===== src/rtl/pipe_pkg.sv =====
// Shared definitions for the pipeline stage register: state encoding and default widths.
package pipe_pkg;

  localparam int unsigned DEF_DATA_W = 64;
  localparam int unsigned DEF_CTRL_W = 5;
  localparam int unsigned DEF_RD_W   = 5;

  typedef enum logic [1:0] {
    ST_EMPTY = 2'd0,
    ST_ONE   = 2'd1,
    ST_FULL  = 2'd2
  } state_e;

endpackage


===== src/rtl/pipe_slot.sv =====
// One storage slot of the stage: a load-enabled {ctrl, data, rd} register cleared by async reset.
module pipe_slot
  import pipe_pkg::*;
#(
  parameter int unsigned CTRL_W = DEF_CTRL_W,
  parameter int unsigned DATA_W = DEF_DATA_W,
  parameter int unsigned RD_W   = DEF_RD_W
) (
  input  logic              clk,
  input  logic              reset,
  input  logic              load,
  input  logic [CTRL_W-1:0] d_ctrl,
  input  logic [DATA_W-1:0] d_data,
  input  logic [RD_W-1:0]   d_rd,
  output logic [CTRL_W-1:0] q_ctrl,
  output logic [DATA_W-1:0] q_data,
  output logic [RD_W-1:0]   q_rd
);

  always_ff @(posedge clk or posedge reset) begin
    if (reset) begin
      q_ctrl <= '0;
      q_data <= '0;
      q_rd   <= '0;
    end else if (load) begin
      q_ctrl <= d_ctrl;
      q_data <= d_data;
      q_rd   <= d_rd;
    end
  end

endmodule


===== src/rtl/pipe_stage_reg.sv =====
// Pipeline stage register with a skid slot: full-throughput valid/ready handshake
// where in_ready is registered and never depends combinationally on out_ready.
module pipe_stage_reg
  import pipe_pkg::*;
#(
  parameter int unsigned DATA_W = DEF_DATA_W,
  parameter int unsigned CTRL_W = DEF_CTRL_W,
  parameter int unsigned RD_W   = DEF_RD_W
) (
  input  logic              clk,
  input  logic              reset,
  input  logic              flush,
  input  logic              in_valid,
  output logic              in_ready,
  input  logic [CTRL_W-1:0] in_ctrl,
  input  logic [DATA_W-1:0] in_data,
  input  logic [RD_W-1:0]   in_rd,
  output logic              out_valid,
  input  logic              out_ready,
  output logic [CTRL_W-1:0] out_ctrl,
  output logic [DATA_W-1:0] out_data,
  output logic [RD_W-1:0]   out_rd,
  output logic [1:0]        occupancy
);

  state_e state_q, state_d;
  logic   in_fire, out_fire;
  logic   load_main, load_skid, main_from_skid;

  logic [CTRL_W-1:0] main_ctrl, skid_ctrl, main_d_ctrl;
  logic [DATA_W-1:0] main_data, skid_data, main_d_data;
  logic [RD_W-1:0]   main_rd,   skid_rd,   main_d_rd;

  assign in_fire  = in_valid & in_ready;
  assign out_fire = out_valid & out_ready;

  // Next-state and slot load control; flush overrides everything.
  always_comb begin
    state_d        = state_q;
    load_main      = 1'b0;
    load_skid      = 1'b0;
    main_from_skid = 1'b0;
    case (state_q)
      ST_EMPTY: begin
        if (in_fire) begin
          load_main = 1'b1;
          state_d   = ST_ONE;
        end
      end
      ST_ONE: begin
        if (in_fire && !out_fire) begin
          load_skid = 1'b1;
          state_d   = ST_FULL;
        end else if (in_fire && out_fire) begin
          load_main = 1'b1;
        end else if (out_fire) begin
          state_d = ST_EMPTY;
        end
      end
      ST_FULL: begin
        if (out_fire) begin
          load_main      = 1'b1;
          main_from_skid = 1'b1;
          state_d        = ST_ONE;
        end
      end
      default: state_d = ST_EMPTY;
    endcase
    if (flush) begin
      state_d        = ST_EMPTY;
      load_main      = 1'b0;
      load_skid      = 1'b0;
      main_from_skid = 1'b0;
    end
  end

  // State plus the status outputs, all registered from the next state.
  always_ff @(posedge clk or posedge reset) begin
    if (reset) begin
      state_q   <= ST_EMPTY;
      in_ready  <= 1'b0;
      out_valid <= 1'b0;
      occupancy <= 2'd0;
    end else begin
      state_q   <= state_d;
      in_ready  <= (state_d != ST_FULL);
      out_valid <= (state_d != ST_EMPTY);
      occupancy <= 2'(state_d);
    end
  end

  assign main_d_ctrl = main_from_skid ? skid_ctrl : in_ctrl;
  assign main_d_data = main_from_skid ? skid_data : in_data;
  assign main_d_rd   = main_from_skid ? skid_rd   : in_rd;

  pipe_slot #(
    .CTRL_W(CTRL_W),
    .DATA_W(DATA_W),
    .RD_W  (RD_W)
  ) u_main (
    .clk   (clk),
    .reset (reset),
    .load  (load_main),
    .d_ctrl(main_d_ctrl),
    .d_data(main_d_data),
    .d_rd  (main_d_rd),
    .q_ctrl(main_ctrl),
    .q_data(main_data),
    .q_rd  (main_rd)
  );

  pipe_slot #(
    .CTRL_W(CTRL_W),
    .DATA_W(DATA_W),
    .RD_W  (RD_W)
  ) u_skid (
    .clk   (clk),
    .reset (reset),
    .load  (load_skid),
    .d_ctrl(in_ctrl),
    .d_data(in_data),
    .d_rd  (in_rd),
    .q_ctrl(skid_ctrl),
    .q_data(skid_data),
    .q_rd  (skid_rd)
  );

  // Control is forced to a bubble whenever nothing is presented downstream.
  assign out_ctrl = out_valid ? main_ctrl : '0;
  assign out_data = main_data;
  assign out_rd   = main_rd;

endmodule

===== config.mk =====
export PLATFORM = sky130hd
export DESIGN_NAME = pipe_stage_reg
export DESIGN_NICKNAME = d
export VERILOG_FILES = /design/src/rtl/pipe_pkg.sv /design/src/rtl/pipe_slot.sv /design/src/rtl/pipe_stage_reg.sv
export SDC_FILE = /design/constraint.sdc
export NUM_CORES = 1
export LEC_CHECK = 0
export CORE_MARGIN = 1
export CORE_UTILIZATION = 50
export CTS_CLUSTER_DIAMETER = 100
export DETAILED_ROUTE_END_ITERATION = 8
export PLACE_DENSITY = 0.81
export SLEW_MARGIN = 30
export SYNTH_ARGS = -nofsm -noshare
export SYNTH_HDL_FRONTEND = slang
export SYNTH_SLANG_ARGS = --single-unit
export TNS_END_PERCENT = 100

===== constraint.sdc =====
create_clock -name clk -period 7.7 [get_ports clk]
set_input_delay 2.31 -clock clk [delete_from_list [all_inputs] [get_ports clk]]
set_output_delay 2.31 -clock clk [all_outputs]
set_load 0.01 [all_outputs]

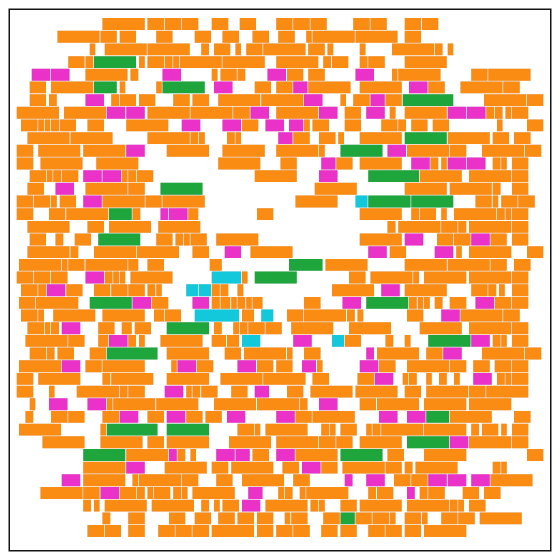
run_1/drive_strength.png
drive 3 to 4 -> cyan  # cells 8, share 1.2%
drive 2 -> magenta  # cells 90, share 13%
drive 6 and up -> green  # cells 26, share 3.9%
drive 1 or less -> orange  # cells 546, share 81%
Buffers, non-clock: 162
area growth from synthesis to final layout: 34.51%
post-layout worst setup margin: 3572 ps
Finished Cell Area: 8725 um^2

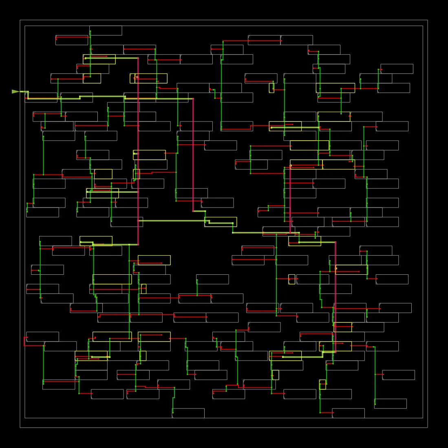
run_1/final_clocks.png
Clock group: 0.866 mW
number of buffers added by the clock tree synthesis step: 17
number of flip-flops and latches: 152
Worst Skew: 6.239 ps

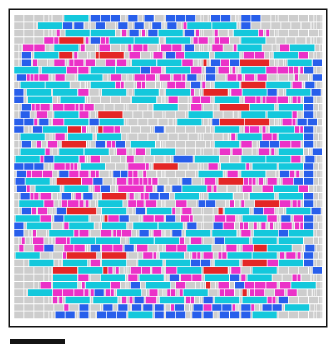
run_1/cell_classes.png
Scale bar: 20 um. Fill, decap, tap and diode cells in grey.
other buffers and delay cells -> blue  # cells 162
flip-flops -> cyan  # cells 152
clock drivers and dummy loads -> red  # cells 32
all other logic -> magenta  # cells 324
final design utilization: 69.14%
std cell rows: 41

==> commit_impl_results.txt, run 1 <==
Log flow metrics for this revision

- The pin closest to its max-slew limit shows a slew of between 800 and 900 ps.
* Main area contributors: sky130_fd_sc_hd__dfrtp_1 59%, sky130_fd_sc_hd__mux2_2 13%, sky130_fd_sc_hd__mux2i_1 11%
- Most instantiated logic cells after routing: 156 x sky130_fd_sc_hd__clkdlybuf4s50_1, 152 x sky130_fd_sc_hd__dfrtp_1, 75 x sky130_fd_sc_hd__nor2_1
- The chip area line in the Yosys stat output reads between 6000 and 7000 um^2.
* Critical path class: primary input to register
- Post-synth EDFFs: 0
* Filler cell count: 926
- The clock passes through at most 2 buffers.
* Worst Path Buf+Inv: 2
* Maximum ir drop on the vdd rail: approximately 150 uV
- The commonest cells after synthesis are 152 x sky130_fd_sc_hd__dfrtp_1, 75 x sky130_fd_sc_hd__nor2_1, 74 x sky130_fd_sc_hd__mux2_2, 74 x sky130_fd_sc_hd__mux2i_1, 69 x sky130_fd_sc_hd__a21oi_1.
- Final nets: ~740
- Largest net degree at the start of global routing: 87
- After technology mapping, the gate count stands at 509.
* Share of flip-flops with an asynchronous set or reset: 100.0%
- For this block, the initial DRC count from the detailed router was 238.
* # diodes: 0
- The post-synth register bit count is 152.
- The startpoint identified for the worst register-to-register timing path is state_q[0].
- Result of the run: finished clean
* Chain of cells forming the critical path: clkdlybuf4s50_1 -> nand4b_1 -> a221oi_4 -> buf_4 -> nor2_1 -> a21oi_1
- Power Sequential: approximately 1.2 mW
- Max-cap violations in this run came to 0.
- DRT met1 WL: 5.592 mm
- Instance count after placement with tap cells included: 810
- Timing analysis after detailed placement gives a worst setup slack of 3121 ps.
* Flop share of the area: 43.60%
- Number of logged tool warnings: 26
* Comb. cell area: roughly 2500 um^2
* XOR/XNOR Fraction of Synth Area: 0%
- Largest family of logic cells by area: multiplexers
* Via density per instance: approximately 5.2
- Per the final timing report, the hold violations number 0.
- In this run the worst hold path is classified as register to register.
- Clock tree buffer count of the final layout: 23
- The internal portion of the total power is 2.026 mW.
- Non-clock buffer contribution to total cell area: 18.56%
- Summed over all nets, wire length on met2 after detailed routing comes to 6.847 mm.
- Share of the synthesized area in the top cell type: between 50% and 60%
- STA classifies the critical path startpoint as a primary input.
- The clock network burns 31.8% of the power.
* Post-DP HPWL: approximately 9 mm
- Fraction of the mapped netlist area in adder cells: 0%
- The layout report lists the combined flip-flop and latch area as 3804 um^2.
- Post-CTS Setup Bufs: 0
* Logic depth of the worst register-to-register path: 5
* Total Neg Setup Slack: 0 ps
* Syn_nets: 588
* Startpoint of the worst hold path: u_skid.q_data[2]
- The final power report lists total power as 2.722 mW.
- The later pin in the worst-skew pair is clocked with a latency of 410 ps.
- Min cycle time layout: 4128 ps
- The via count of the first global-routing pass is 4461.
* Fmax: 242.3 MHz
- The total area inside the core boundary comes to around 13000 um^2.
- STA puts the critical path data arrival time at 4460 ps.
- Looking at the cell usage after synthesis, the top flip-flop cell is sky130_fd_sc_hd__dfrtp_1.
- The script computed the net switching share of total power as 25.57%.
- Post-synthesis cell type count: 24
- First-pass DRT Iterations: 4
- In the hold report, the worst path ends at u_skid.q_data[2].
* Synthesis warning total: 0
* Num ports: 157
- Among cell families on the critical path, the largest total delay comes from buffers and inverters.
* Hold-critical path depth: 1
- Capturing point of the worst reg2reg path: u_main.q_data[14]
- Final Wtd Congestion: 0.7128
- Tap cells: 172
* Most crowded layer after global routing: met2
- Across all hold checks on the routed design, the worst slack comes to between 500 and 600 ps.
* PD cells: approximately 310 nW/um^2
* CTS Root Buffer Type: sky130_fd_sc_hd__clkbuf_16
* Critical Path Sink Type: register
- Global routing consumed, on the met3 layer, approximately 6.6% of the routing resources.
- Once layout is complete, the cells apart from fillers number 842.
* Floorplan-stage core utilization: 51.40%
- Of the total synthesized cell area, the portion taken by AND, OR, NAND and NOR gates is 5.826%.
* CTS Sinks: 152
- M2 GR Usage: around 36%
- In this run the worst setup path terminates at u_main.q_data[14].
* Part of the power in combinational logic: 23.8%
- Count of pins over their slew limit: 0
- Of the post-synthesis cell area, the part taken by muxes is about 24%.
* Wire length of the first global-routing pass: 21.82 mm
- Among all cell classes, the greatest summed area belongs to flip-flops and latches.
* Count of instances resized after the clock tree is built: 0
- Before any placement, the netlist area is recorded as approximately 6500 um^2.
* And-or/or-and share of the synthesized area: about 7.3%
- R2R setup slack: around 5400 ps
- Data required time at the worst endpoint: 8030 ps
- TritonRoute reported its final design rule violation total as 0.
- In this run the tightest slew margin relative to its limit is 41.96%.
- In this run the static leakage power is 3.497 nW.
- Number of logic stages on the critical path including buffering: 6
- Count of antenna-violating nets left after detailed routing: 0
- Post-synth top area cell: sky130_fd_sc_hd__dfrtp_1
- Of the synthesized area, sequential elements account for 58.64%.
* Port buffer count: around 160
- Total met3 wirelength after detailed routing: slightly below 800 um
- Clock tree from TritonCTS: done
* Congestion Overflow GR: 0
- Most common cell after layout, fill and taps aside: sky130_fd_sc_hd__clkdlybuf4s50_1
* Max Fanout on Critical Path: 86
- Most common cell in the synthesized netlist: sky130_fd_sc_hd__dfrtp_1
- Per the finish-stage timing summary, setup violations number 0.
- Total global-route track usage over all layers is a little over a fifth.
- After layout, the worst path uses 53.61% of the clock period.
* Maximum level of the CTS H-tree: 4
- From bottom edge to top edge, the die measures 115.9 um.
- Slowest CP cell: sky130_fd_sc_hd__buf_4
- Placed Area: 8102 um^2
- Die Width: 115.9 um
==> inputs of run 2 (changes only) <==
==> constraint.sdc (replaced) <==
create_clock -name clk -period 4 [get_ports clk]
set_input_delay 1.2 -clock clk [delete_from_list [all_inputs] [get_ports clk]]
set_output_delay 1.2 -clock clk [all_outputs]
set_load 0.01 [all_outputs]
==> commit_impl_results.txt, run 2 <==
Log flow metrics for this revision

* Fin crit share: between 70% and 80%
- The via count of the first global-routing pass was 4500.
- # diodes: 0
- The number of antenna violations at the first check in global routing came to 0.
- Combinational gates: 323
- Total Neg Setup Slack: 0 ps
- The worst setup path is launched from a primary input.
- Per the breakdown, switching nets consume roughly a quarter of all power.
- Sequential cells placed in the final layout were counted as roughly 150.
* Top power group: sequential cells
* M2 GR Usage: 35.24%
- Std cell rows: 41
* Hold Slack: 504.3 ps
* Power Sequential: 2.34 mW
- Final nets: about 740
- In the synthesized netlist, mux cells make up between 20% and 30% of the area.
* CP Launch Point: out_ready
- The overall die size recorded for this design is ~13000 um^2.
* Share of the synthesized area in the top cell type: ~60%
* Buffer levels on the longest clock path: 2
- The synth_stat.txt file lists the number of cells as 509.
- Part of the power in combinational logic: 23.3%
* Post-synthesis simple-gate area fraction: 5.826%
* Count of antenna-violating nets left after detailed routing: 0
* Port buffer count: 156
- Critical path class: primary input to register
* RSZ-0062 raised after global routing: no
- At the floorplan stage, the core utilization is reported as 51.40%.
- Sequential fraction of the synthesis area: 58.64%
- Share of flip-flops with an asynchronous set or reset: 100.0%
- Following the worst setup path forward leads to its endpoint at u_main.q_data[59].
- The floorplan report gives the top-level pin count as 157.
- In the final layout, non-clock buffers account for between 10% and 20% of the cell area.
* Data arrival time of the worst path: approximately 3300 ps
- Critical Path Sink Type: register
- The floorplan step defined a core boundary enclosing 12620 um^2.
- Gates resized during post-CTS repair numbered 0.
- Slowest CP cell: sky130_fd_sc_hd__buf_4
- The filler cells instantiated in the layout total 958.
- Number of buffers added by the clock tree synthesis step: 17
* Final Wtd Congestion: approximately 0.73
- Hold repair after CTS inserted 0 buffers.
- Max-cap violations in this run came to 0.
- Most frequently used flop master after synthesis: sky130_fd_sc_hd__dfrtp_1
- Number of logged tool warnings: 28
- PD cells: 608.1 nW/um^2
* Final Hold Violation Tally: 0
- Post-synthesis cell type count: 24
- In the placement report, post-DP HPWL is listed as 9.023 mm.
- Ranked by total cell area, the synthesized netlist is headed by sky130_fd_sc_hd__dfrtp_1 59%, sky130_fd_sc_hd__mux2_2 13%, sky130_fd_sc_hd__mux2i_1 11%.
* Total global-route track usage: 21.90%
- Per the placement report, the placed cell count is just over 800.
- Largest net degree at the start of global routing: 153
* Post-synth top area cell: sky130_fd_sc_hd__dfrtp_1
* Fraction of layout cells with a size suffix above 1: 18.63%
- For hold timing, the worst endpoint is u_skid.q_ctrl[4].
- Measured along the y axis, the die boundary spans 115.9 um.
- R2R setup slack: 1790 ps
- Fmax: 341.0 MHz
* Max Fanout on Critical Path: 64
* Maximum ir drop on the vdd rail: 293.1 uV
- Area of the mapped netlist: 6486 um^2
- Post-synth area from yosys stat: between 6000 and 7000 um^2
* Min cycle time layout: 2933 ps
* Overall Power: around 5.3 mW
- Post-CTS Setup Bufs: 0
- Final design utilization: 69.65%
* Int Pwr: 3.985 mW
* Register Area: 3804 um^2
- Die Width: between 100 and 150 um
- Finished Cell Area: about 8800 um^2
- Startpoint of the worst hold path: u_skid.q_ctrl[4]
- Number of instances in the synthesized netlist: 509
* XOR/XNOR Fraction of Synth Area: 0%
* Total met3 wirelength after detailed routing: 780 um
- The post-synth count of flops with an enable pin is 0.
- Looking at the reg2reg group, the worst path starts from state_q[0].
- The synthesis stats list as the most numerous cell sky130_fd_sc_hd__dfrtp_1.
- Counting every sink on the clock net gives 152.
- The floorplan report lists the tap cell count as 172.
* Net load switching power: 1.360 mW
- For this run, the number of Yosys warnings is 0.
- Number of logic stages on the critical path including buffering: 6
* Via total after detailed routing: 4420
* Kind of path behind the tightest hold check: register to register
- Fraction of the mapped netlist area in adder cells: 0%
- The final max-slew violation count recorded for this run is 0.
* Most crowded layer after global routing: met2
- The script extracted a total leakage power of between 3 and 4 nW.
- Gate family responsible for the most delay along the worst path: buffers and inverters
- The data required time reported for the critical path is 4330 ps.
- Clock tree from TritonCTS: done
- Worst Path Buf+Inv: 2
- Largest regs: u_main.q_data x64, u_skid.q_data x64
- For this run, design rule violations remaining after detail routing come to 0.
- Most instantiated logic cells after routing: 156 x sky130_fd_sc_hd__clkdlybuf4s50_1, 152 x sky130_fd_sc_hd__dfrtp_1, 75 x sky130_fd_sc_hd__nor2_1
* Maximum level of the CTS H-tree: 4
- The first global-routing pass estimated 22.28 mm of wire.
- Met2 routed WL: 6.709 mm
* #FFs+latches synth: 152
- For the pin with the worst max-slew slack, the measured transition is 811.3 ps.
* And-or/or-and share of the synthesized area: under 10%
- Chain of cells forming the critical path: clkdlybuf4s50_1 -> nand4b_1 -> a221oi_4 -> buf_4 -> nor2_1 -> a21oi_1
- Largest family of logic cells by area: multiplexers
- Number of DRC markers after the initial detailed-route iteration: between 150 and 200
- Post-placement setup slack: 665.9 ps
* DRT met1 WL: 5.892 mm
- Fraction of power consumed by sequential logic: 43.7%
- Congestion Overflow GR: 0
- Routing usage on met3: 6.851%
- The critical path in the final layout is reported with a setup slack of 1067 ps.
- By area, the class that comes first in the final layout consists of flip-flops and latches.
* Via density per instance: 5.243
- The final timing report counts setup violations totalling 0.
- At floorplan, the net count of the design was reported as 588.
- Result of the run: finished clean
- Buffers, non-clock: approximately 160
- Flop share of the area: 43.27%
* Top cell types by occurrence after synthesis: 152 x sky130_fd_sc_hd__dfrtp_1, 75 x sky130_fd_sc_hd__nor2_1, 74 x sky130_fd_sc_hd__mux2_2, 74 x sky130_fd_sc_hd__mux2i_1, 69 x sky130_fd_sc_hd__a21oi_1
- Comb. cell area: 2455 um^2
* First-pass DRT Iterations: 4
- Hold-critical path depth: 1
- Power share of the clock group: 33.0%
- Across all checked pins, the minimum headroom to the slew limit is 45.91%.
- STA shows the worst reg2reg path with a cell count of 5.
- Area growth from synthesis to final layout: 35.51%
- The tree is rooted in a sky130_fd_sc_hd__clkbuf_16.
* Capturing point of the worst reg2reg path: u_main.q_data[59]
* Placed Area: 8133 um^2
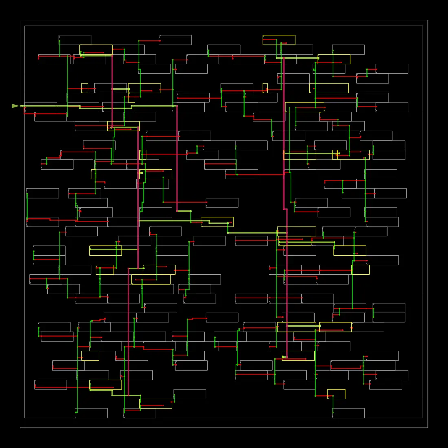
run_2/final_clocks.png
Worst Skew: 8.147 ps
clock tree buffer count of the final layout: 24
clk_lat worst skew: 420 ps
Clock group: 1.76 mW

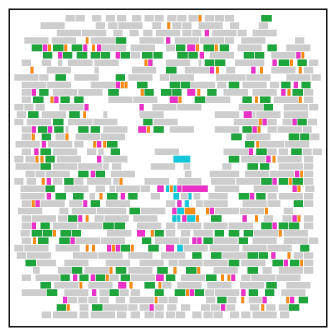
run_2/gate_families.png
inverting AOI/OAI gates -> magenta  # cells 80, where widely spread
NOR gates -> orange  # cells 76, where widely spread
multiplexers -> green  # cells 148, where widely spread
NAND gates -> cyan  # cells 11, where centre
post-route insts no fill: 843
most common cell after layout, fill and taps aside: sky130_fd_sc_hd__clkdlybuf4s50_1

No activity file was given, so power comes from the tool's default toggle rates.
